File: src/rtl/ram_access_unit_pkg.sv
// Shared types and size helpers for the RAM access unit.
// Sizes follow the load/store funct3 encoding; 2'b11 is handled as a word.
package ram_access_unit_pkg;

    typedef logic [31:0] word_t;

    typedef enum logic [1:0] {
        MEM_BYTE = 2'b00,
        MEM_HALF = 2'b01,
        MEM_WORD = 2'b10
    } mem_size_t;

    function automatic logic [2:0] size_bytes(logic [1:0] size);
        case (size)
            MEM_BYTE: return 3'd1;
            MEM_HALF: return 3'd2;
            default:  return 3'd4;
        endcase
    endfunction

    function automatic logic [3:0] size_mask(logic [1:0] size);
        case (size)
            MEM_BYTE: return 4'b0001;
            MEM_HALF: return 4'b0011;
            default:  return 4'b1111;
        endcase
    endfunction

    // True when the access crosses into the next word.
    function automatic logic is_split(logic [1:0] off, logic [1:0] size);
        return ({1'b0, off} + size_bytes(size)) > 3'd4;
    endfunction

endpackage

File: src/rtl/ram_access_unit_load_extract.sv
// Selects the addressed bytes of a (possibly two-word) load
// and sign- or zero-extends them to 32 bits.
module load_extract
    import ram_access_unit_pkg::*;
(
    input  logic [63:0] data,
    input  logic [1:0]  off,
    input  logic [1:0]  size,
    input  logic        is_unsigned,
    output word_t       result
);

    logic [63:0] shifted;
    logic        fill;

    always_comb begin
        shifted = data >> {off, 3'b000};
        fill    = 1'b0;
        result  = shifted[31:0];
        case (size)
            MEM_BYTE: begin
                fill   = ~is_unsigned & shifted[7];
                result = {{24{fill}}, shifted[7:0]};
            end
            MEM_HALF: begin
                fill   = ~is_unsigned & shifted[15];
                result = {{16{fill}}, shifted[15:0]};
            end
            default: result = shifted[31:0];
        endcase
    end

endmodule

File: src/rtl/ram_access_unit.sv
// Load/store front end to system_ram: lane shifting, byte masks,
// two-beat handling of word-crossing accesses and load extension.
module ram_access_unit
    import ram_access_unit_pkg::*;
#(
    parameter bit ALLOW_MISALIGNED = 1'b1
) (
    input  logic        clk_i,
    input  logic        reset_i,
    input  logic        req_valid_i,
    output logic        req_ready_o,
    input  logic [31:0] req_addr_i,
    input  logic        req_write_i,
    input  logic [1:0]  req_size_i,
    input  logic        req_unsigned_i,
    input  logic [31:0] req_data_i,
    output logic        resp_valid_o,
    output logic [31:0] resp_data_o,
    output logic        resp_error_o,
    output logic [31:0] ram_addr_o,
    output logic [31:0] ram_write_data_o,
    output logic [3:0]  ram_write_mask_o,
    input  logic [31:0] ram_read_data_i
);

    typedef enum logic [1:0] {
        IDLE,
        BEAT0,
        BEAT1,
        RESP
    } state_t;

    state_t     state;
    word_t      addr_q;
    word_t      data_q;
    word_t      lo_q;
    logic [1:0] size_q;
    logic       write_q;
    logic       unsigned_q;
    logic       err_q;

    logic        split;
    logic        req_split;
    logic [63:0] wdata64;
    logic [7:0]  mask8;
    logic [63:0] load_word;
    word_t       ext_word;
    word_t       base_addr;

    assign split     = is_split(addr_q[1:0], size_q);
    assign req_split = is_split(req_addr_i[1:0], req_size_i);
    assign wdata64   = {32'h0, data_q} << {addr_q[1:0], 3'b000};
    assign mask8     = {4'h0, size_mask(size_q)} << addr_q[1:0];
    assign base_addr = {addr_q[31:2], 2'b00};

    assign req_ready_o = (state == IDLE) || (state == RESP);

    always_ff @(posedge clk_i or posedge reset_i) begin
        if (reset_i) begin
            state      <= IDLE;
            addr_q     <= '0;
            data_q     <= '0;
            lo_q       <= '0;
            size_q     <= '0;
            write_q    <= 1'b0;
            unsigned_q <= 1'b0;
            err_q      <= 1'b0;
        end else begin
            case (state)
                IDLE, RESP: begin
                    if (req_valid_i) begin
                        addr_q     <= req_addr_i;
                        data_q     <= req_data_i;
                        size_q     <= req_size_i;
                        write_q    <= req_write_i;
                        unsigned_q <= req_unsigned_i;
                        // Rejected accesses answer next cycle, RAM untouched.
                        if (!ALLOW_MISALIGNED && req_split) begin
                            err_q <= 1'b1;
                            state <= RESP;
                        end else begin
                            err_q <= 1'b0;
                            state <= BEAT0;
                        end
                    end else begin
                        state <= IDLE;
                    end
                end
                BEAT0: state <= split ? BEAT1 : RESP;
                BEAT1: begin
                    lo_q  <= ram_read_data_i;
                    state <= RESP;
                end
                default: state <= IDLE;
            endcase
        end
    end

    always_comb begin
        ram_addr_o       = '0;
        ram_write_data_o = '0;
        ram_write_mask_o = '0;
        case (state)
            BEAT0: begin
                ram_addr_o       = base_addr;
                ram_write_data_o = wdata64[31:0];
                ram_write_mask_o = write_q ? mask8[3:0] : 4'b0000;
            end
            BEAT1: begin
                ram_addr_o       = base_addr + 32'd4;
                ram_write_data_o = wdata64[63:32];
                ram_write_mask_o = write_q ? mask8[7:4] : 4'b0000;
            end
            default: ;
        endcase
    end

    assign load_word = split ? {ram_read_data_i, lo_q}
                             : {32'h0, ram_read_data_i};

    load_extract u_extract (
        .data        (load_word),
        .off         (addr_q[1:0]),
        .size        (size_q),
        .is_unsigned (unsigned_q),
        .result      (ext_word)
    );

    assign resp_valid_o = (state == RESP);
    assign resp_error_o = (state == RESP) && err_q;
    assign resp_data_o  = (state == RESP && !write_q && !err_q)
                        ? ext_word : '0;

endmodule

File: config.mk
export PLATFORM = sky130hd
export DESIGN_NAME = ram_access_unit
export DESIGN_NICKNAME = d
export VERILOG_FILES = /design/src/rtl/ram_access_unit_pkg.sv /design/src/rtl/ram_access_unit_load_extract.sv /design/src/rtl/ram_access_unit.sv
export SDC_FILE = /design/constraint.sdc
export NUM_CORES = 1
export LEC_CHECK = 0
export ABC_CLOCK_PERIOD_IN_PS = 6310
export CORE_ASPECT_RATIO = 1.1
export CORE_MARGIN = 3
export CORE_UTILIZATION = 25
export DETAILED_ROUTE_END_ITERATION = 16
export PLACE_DENSITY_LB_ADDON = 0.25
export SYNTH_ARGS = -nofsm -noshare
export SYNTH_HDL_FRONTEND = slang
export SYNTH_HIERARCHICAL = 1
export SYNTH_SLANG_ARGS = --single-unit
File: constraint.sdc
create_clock -name clk_i -period 6.31 [get_ports clk_i]
set_input_delay 1.893 -clock clk_i [delete_from_list [all_inputs] [get_ports clk_i]]
set_output_delay 1.893 -clock clk_i [all_outputs]
set_load 0.05 [all_outputs]
==> results.py <==
# Generated from Yosys and OpenROAD reports
metrics = {
    "cts": {
        "ctsHtreeMaxLevel": 3,
        "post_cts_hold_buffer_count": 0,
        "cts_root_buffer": "sky130_fd_sc_hd__clkbuf_16",
        "clkLatencyLatePin_ps": 370,
        "tritoncts.num_buffers": 9,
        "post_cts.resized_instances": 0,
    },
    "global_routing": {
        "globalRouteOverflowTotal": 0,
        "met3_usage_pct": 3.33,
        "largest_net_degree_at_the_start_of_global_routing": 70,
        "grt_pass1_wl_mm": 40.1,
        "grtUsageTotal_pct": 14.7,
    },
    "final_timing": {
        "period_minus_slack_ps": 6010,
        "worst_slew_slack_as_a_fraction_of_its_limit_pct": 31.1,
        "fin_skew_ps": 12.5,
        "number_of_hold_slack_violations_in_the_final_timing_report": 0,
        "setup_viol_count_final": 0,
        "max_freq_mhz": 167,
        "final.hold.worst_slack_ps": 506,
        "post_route_setup_slack_ps": 305,
    },
    "floorplan": {
        "std_cell_rows": 68,
        "starting_utilization_of_the_core_area_pct": 25.5,
        "dieWidth_um": 177,
        "tapCellCount": 420,
        "pin_count": 206,
        "coreArea_sq_mm": 0.0316,
    },
    "drt": {
        "drtIter0Drc": 415,
        "detailedRoute.firstPassIterationCount": 5,
        "met3_wirelength_mm": 1.47,
        "met1_length_mm": 11.7,
        "routed.top_layer": "met5",
        "met2_length_mm": 12.0,
        "routedWlPerCell_um": 18.6,
        "post_drt_via_cell_ratio": 5.01,
        "detail_route.wirelength_mm": 25.4,
        "drc": 0,
    },
    "hold_path": {
        "worstHoldPathCells": 1,
        "min_from": "lo_q[9]",
        "worstHoldEndpoint": "lo_q[9]",
    },
    "placement": {
        "gp_routability_congestion": 0.791,
        "detailed_place_hpwl_mm": 18.2,
        "pre_cts_slack_ps": 328,
        "dpl_cell_area_sq_mm": 0.0102,
    },
    "cells_and_area": {
        "finish.net_count": 1050,
        "nClkBuffers": 10,
        "nonClockInverterCount": 12,
        "buffer_area_share_pct": 19.7,
        "area.sequential_sq_mm": 0.00256,
        "final_cell_area_sq_mm": 0.0105,
        "seq_cell_count": 102,
        "largestClassByArea": "multi-input combinational cells",
        "clk_share_pct": 2.69,
        "area.growth.synth_to_final_pct": 31.0,
        "most_numerous_logic_cells_after_layout": "sky130_fd_sc_hd__clkdlybuf4s50_1, sky130_fd_sc_hd__mux2_2, sky130_fd_sc_hd__dfrtp_1",
        "combAreaFraction_pct": 47.9,
        "antenna_cells_inserted": 1,
        "area.combinational_sq_mm": 0.00504,
    },
    "synth": {
        "post_synth_instance_area_sq_mm": 0.00804,
        "postSynthAreaPerCell_sq_um": 10.2,
    },
    "critical_path": {
        "critical_path.startpoint_type": "input port",
        "r2r_cells": 4,
        "slowest_stage_delay_cp_ps": 560,
        "critical_path.reg2reg.endpoint": "data_q[20]",
        "critical_path.cell_chain": "clkdlybuf4s50_1 > mux2_2 > mux4_1 > mux2i_4 > o21ai_0 > and2_1 > buf_4",
        "endpoint": "resp_data_o[16]",
        "criticalPathCategory": "input port to output pin",
        "critical_path_buf_inv_count": 2,
    },
    "run": {
        "warning_count": 28,
        "cap_viol_max_count": 0,
    },
    "outcome": {
        "status": "finished, final reports clean",
    },
}
Fig. 1: routing congestion
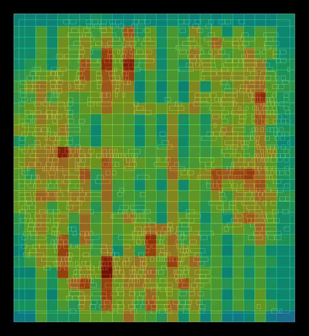
gr busiest metal: met2
met1 usage: 20.3%
final core utilization: 33.4%
global-route track usage on met2: 23.3%

Fig. 2: gate families picked out
(1.5 px per um)
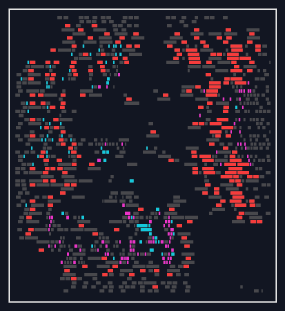
family	color	cells	most used
NOR gates	cyan	70	nor2_1
NAND gates	magenta	94	nand2_1
multiplexers	red	207	mux2_2
filler-free cell count of the finished design: 1,367
most frequent standard cell in the layout excluding fill and tap cells: sky130_fd_sc_hd__clkdlybuf4s50_1

Fig. 3: zoomed window
Window x 76 to 101, y 46 to 71 um. Cells in gray, sequential cells in the stronger gray; small squares are vias.
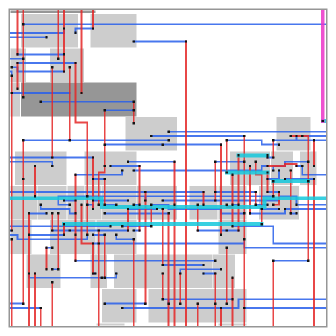
layer	color
met2	red
met1	blue
met3	cyan
met4	magenta
sequential cells in the window	1
cells with their middle in the window	30
netlist names of flops here include	addr_q (1)

